`config.mk`:
```
export PLATFORM = sky130hd
export DESIGN_NAME = imem_loader
export DESIGN_NICKNAME = d
export VERILOG_FILES = /design/src/rtl/imem_loader.sv
export SDC_FILE = /design/constraint.sdc
export NUM_CORES = 1
export LEC_CHECK = 0
export CORE_ASPECT_RATIO = 0.9
export CORE_UTILIZATION = 39
export CTS_CLUSTER_SIZE = 28
export DETAILED_ROUTE_END_ITERATION = 6
export SETUP_SLACK_MARGIN = 0.1
export SYNTH_ARGS = -nofsm -noshare
export SYNTH_HDL_FRONTEND = slang
export SYNTH_SLANG_ARGS = --single-unit
```
`constraint.sdc`:
```
create_clock -name clk -period 2 [get_ports clk]
set_clock_uncertainty 0.2 [all_clocks]
set_input_delay 0.4 -clock clk [delete_from_list [all_inputs] [get_ports clk]]
set_output_delay 0.4 -clock clk [all_outputs]
set_load 0.02 [all_outputs]
```
`src/rtl/imem_loader.sv`:
```
// Instruction-memory loader: accepts a length-prefixed byte stream, packs big-endian
// 32-bit words into consecutive imem addresses and holds the CPU in reset meanwhile.
module imem_loader #(
  parameter int unsigned ADDR_W  = 8,
  parameter int unsigned TIMEOUT = 50000
) (
  input  logic              clk,
  input  logic              rstd,
  input  logic              start,
  input  logic              in_valid,
  input  logic [7:0]        in_data,
  output logic              in_ready,
  output logic [ADDR_W-1:0] im_addr,
  output logic [31:0]       im_wdata,
  output logic              im_wren,
  output logic              cpu_rstd,
  output logic              busy,
  output logic              done,
  output logic              err,
  output logic [ADDR_W:0]   words_loaded
);

  localparam int unsigned REM_W = ADDR_W + 1;
  localparam int unsigned CNT_W = $clog2(TIMEOUT + 1);

  typedef enum logic [2:0] {
    S_IDLE,
    S_LEN,
    S_DATA,
    S_WRITE,
    S_DONE,
    S_ERR
  } state_t;

  state_t           state;
  logic [REM_W-1:0] remaining;
  logic [1:0]       byte_idx;
  logic [CNT_W-1:0] tcnt;
  logic             accept;
  logic             timeout_hit;

  assign accept      = in_valid & in_ready;
  assign timeout_hit = (tcnt == CNT_W'(TIMEOUT - 1));

  // Loader FSM; every output is a register updated alongside the state.
  always_ff @(posedge clk or negedge rstd) begin
    if (!rstd) begin
      state        <= S_IDLE;
      in_ready     <= 1'b0;
      im_addr      <= '0;
      im_wdata     <= '0;
      im_wren      <= 1'b1;
      cpu_rstd     <= 1'b0;
      busy         <= 1'b0;
      done         <= 1'b0;
      err          <= 1'b0;
      words_loaded <= '0;
      remaining    <= '0;
      byte_idx     <= '0;
      tcnt         <= '0;
    end else begin
      case (state)
        S_IDLE, S_ERR: begin
          if (start) begin
            state        <= S_LEN;
            in_ready     <= 1'b1;
            busy         <= 1'b1;
            err          <= 1'b0;
            cpu_rstd     <= 1'b0;
            words_loaded <= '0;
            im_addr      <= '0;
            tcnt         <= '0;
          end else if (state == S_IDLE) begin
            cpu_rstd <= 1'b1;
          end
        end

        S_LEN: begin
          if (accept) begin
            remaining <= (in_data == 8'd0) ? REM_W'(256) : REM_W'(in_data);
            byte_idx  <= '0;
            tcnt      <= '0;
            state     <= S_DATA;
          end else if (timeout_hit) begin
            state    <= S_ERR;
            err      <= 1'b1;
            busy     <= 1'b0;
            in_ready <= 1'b0;
          end else begin
            tcnt <= tcnt + CNT_W'(1);
          end
        end

        S_DATA: begin
          if (accept) begin
            im_wdata <= {im_wdata[23:0], in_data};
            byte_idx <= byte_idx + 2'd1;
            tcnt     <= '0;
            if (byte_idx == 2'd3) begin
              state    <= S_WRITE;
              in_ready <= 1'b0;
              im_wren  <= 1'b0;
            end
          end else if (timeout_hit) begin
            // A partially assembled word is dropped, never written.
            state    <= S_ERR;
            err      <= 1'b1;
            busy     <= 1'b0;
            in_ready <= 1'b0;
          end else begin
            tcnt <= tcnt + CNT_W'(1);
          end
        end

        S_WRITE: begin
          im_wren      <= 1'b1;
          im_addr      <= im_addr + ADDR_W'(1);
          words_loaded <= words_loaded + REM_W'(1);
          remaining    <= remaining - REM_W'(1);
          if (remaining == REM_W'(1)) begin
            state <= S_DONE;
            done  <= 1'b1;
            busy  <= 1'b0;
          end else begin
            state    <= S_DATA;
            in_ready <= 1'b1;
          end
        end

        S_DONE: begin
          done     <= 1'b0;
          cpu_rstd <= 1'b1;
          state    <= S_IDLE;
        end

        default: state <= S_IDLE;
      endcase
    end
  end

endmodule
```
==> out/qor.rpt <==
======================================================================================
Run status                                                                finished clean
Max Clk Rate                                                                 526.1 MHz
Fraction of area in non-clock buffers                                           21.66%
Worst-path cell with the longest stage delay                              sky130_fd_sc_hd__dfrtp_2
Post-Route Utilization                                                          58.32%
I/O Pins                                                                            67
Simple-gate portion of the synthesized area                                     25.57%
Met3 capacity usage during global routing                                       5.242%
Uppermost signal routing layer after detailed routing                             met4
Post-Route Setup TNS                                                              0 ps
Final wirelength                                                              10.95 mm
Clock period minus final worst setup slack                                     1901 ps
H-tree levels                                                                        3
CP arrival                                                                     1950 ps
Routed vias/inst                                                                 5.313
Class of the most critical hold timing path                                    reg2reg
Area of the multi-input gates                                             0.002043 mm²
Area fraction in compound gates after synthesis                                 16.35%
Period utilization                                                              95.05%
Cells along the critical path                                             buf_12 > nand2b_4 > a221o_2 > buf_6 > nand2b_4 > o31ai_2
Antenna violations before repair                                                     0
Met2 Resource Use GR                                                            33.41%
Clock slew seen by the registers of the worst setup and hold paths               60 ps
Worst-case setup slack after placement                                       -325.1 ps
Kind of launch point of the worst setup path                                  register
Register bit count reported by yosys                                                85
Most repeated library cell on the critical path                           sky130_fd_sc_hd__nand2b_4
Area inside the core boundary                                              0.01020 mm²
Hold Path Sink                                                            im_wdata[30]$_DFFE_PN0P_
Capturing element type of the critical path                                   register
Cts bufs inserted                                                                    9
Critical Path Max Stage Delay                                                   450 ps
Clock buffer and inverter area fraction after layout                            5.067%
Post-detail-place hpwl                                                        7.425 mm
CTS tree                                                                         built
Setup Fix Bufs, Post-CTS                                                             4
Logic gate fraction of the total cell area                                      34.34%
Cell types with the highest counts after synthesis                        sky130_fd_sc_hd__nand2_1, sky130_fd_sc_hd__dfrtp_1, sky130_fd_sc_hd__o21ai_0
Cell depth of the worst setup path                                                   6
Post-detailed-route DRC marker count                                                 0
Number of cells in the design after placement                                      699
Weighted congestion reported at the end of routability-driven placement         0.8649
Post-layout total power                                                       8.255 mW
Placed Area                                                               0.005334 mm²
Number of flip-flops under the largest register name                                32
Data required time of the worst path                                           2050 ps
Number of rows created at floorplan                                                 35
Number of violations of the max-capacitance limit                                    0
Power per cell area                                                        1387 mW/mm²
Total number of tap cells                                                          129
Area of the die                                                            0.01092 mm²
Total length of routed met2 wires                                             5.368 mm
Yosys synthesis chip area                                                 0.004095 mm²
Synth warn                                                                           0
Power in the clock group                                                       1.69 mW
Root buf cell                                                             sky130_fd_sc_hd__clkbuf_16
Total routed wire length on the met1 layer                                    5.085 mm
Ant diodes                                                                           0
Largest power group                                                       combinational cells
Power spent charging and discharging nets                                     3.282 mW
Syn Nets                                                                           477
Hold violation total from the final report                                           0
Register-to-register setup slack                                                100 ps
Slew margin rel.                                                                74.80%
Power in sequential cells                                                      2.74 mW
Clock buffer cells                                                                  10
Hold path startpoint                                                      im_wdata[30]$_DFFE_PN0P_
Met3 WL post-DR                                                                 332 µm
Proportion of total power due to net switching                                  39.75%
Leftover overflow at the end of global routing                                       0
Xor-xnor portion of the synthesized cell area                                   1.283%
Largest net degree at the start of global routing                                   34
Worst-Skew Late Latency                                                         340 ps
Top cell type's share of synthesized area                                       51.33%
CP Class                                                                       reg2reg
Biggest area contributors in the synthesized netlist                      sky130_fd_sc_hd__dfrtp_1, sky130_fd_sc_hd__nand2_1, sky130_fd_sc_hd__o21ai_0
Registers with the most flip-flops                                        im_wdata x32, tcnt x16
Critical path startpoint                                                  state[0]$_DFFE_PN0P_
Flip-flops                                                                          85
Core utilization before placement                                               40.13%
Bufs w/o clock                                                                     147
Top logic cells by instance count in the layout                           sky130_fd_sc_hd__nand2_1, sky130_fd_sc_hd__dfrtp_1, sky130_fd_sc_hd__buf_4
Horizontal extent of the die                                                  110.0 µm
Tally of non-filler cells in the final layout                                      731
Fraction of final layout cells sized beyond drive strength 1                    24.42%
Die H                                                                         99.22 µm
Proportion of synthesized chip area in sequential cells                         51.97%
Worst setup path endpoint                                                 tcnt[6]$_DFFE_PN0P_
Yosys stat cell total                                                              459
Global Route Usage Sum                                                          21.09%
Critical R2R Launch                                                       state[0]$_DFFE_PN0P_
MI comb cells                                                                      347
Wire length per cell                                                          14.98 µm
Mux frac, synth                                                                     0%
Number of cells on the worst reg-to-reg path                                         6
Tally of filler cells in the layout                                                928
Number of buffers inserted by hold repair at cts                                     1
Met1 Track Usage GR                                                             28.61%
======================================================================================
Figure 1. Gate families picked out.
The bar under the picture is 20 µm long.
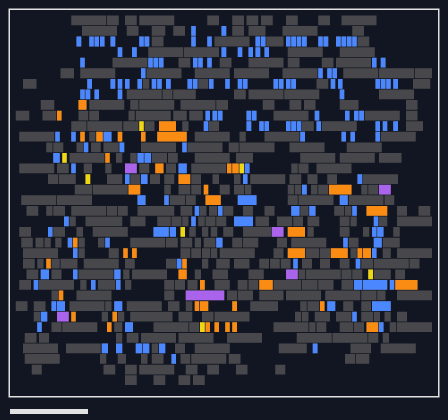
| family | color | cells | most used |
|---|---|---|---|
| nor cells | orange | 45 | nor2_1 |
| xor and xnor cells | purple | 6 | xnor2_1 |
| inv cells | yellow | 7 | inv_1 |
| nand cells | blue | 167 | nand2_1 |

Figure 2. Clock distribution.
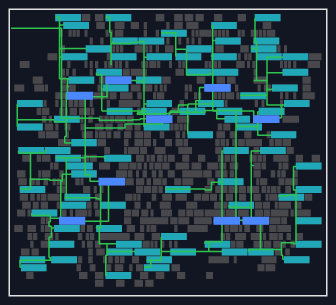
[flip-flops] cyan | count: 85
[clock drivers] blue | count: 9
[clock wires] green | length: 1140 µm
routed clock nets: 10

No activity file was given, so power comes from the tool's default toggle rates.
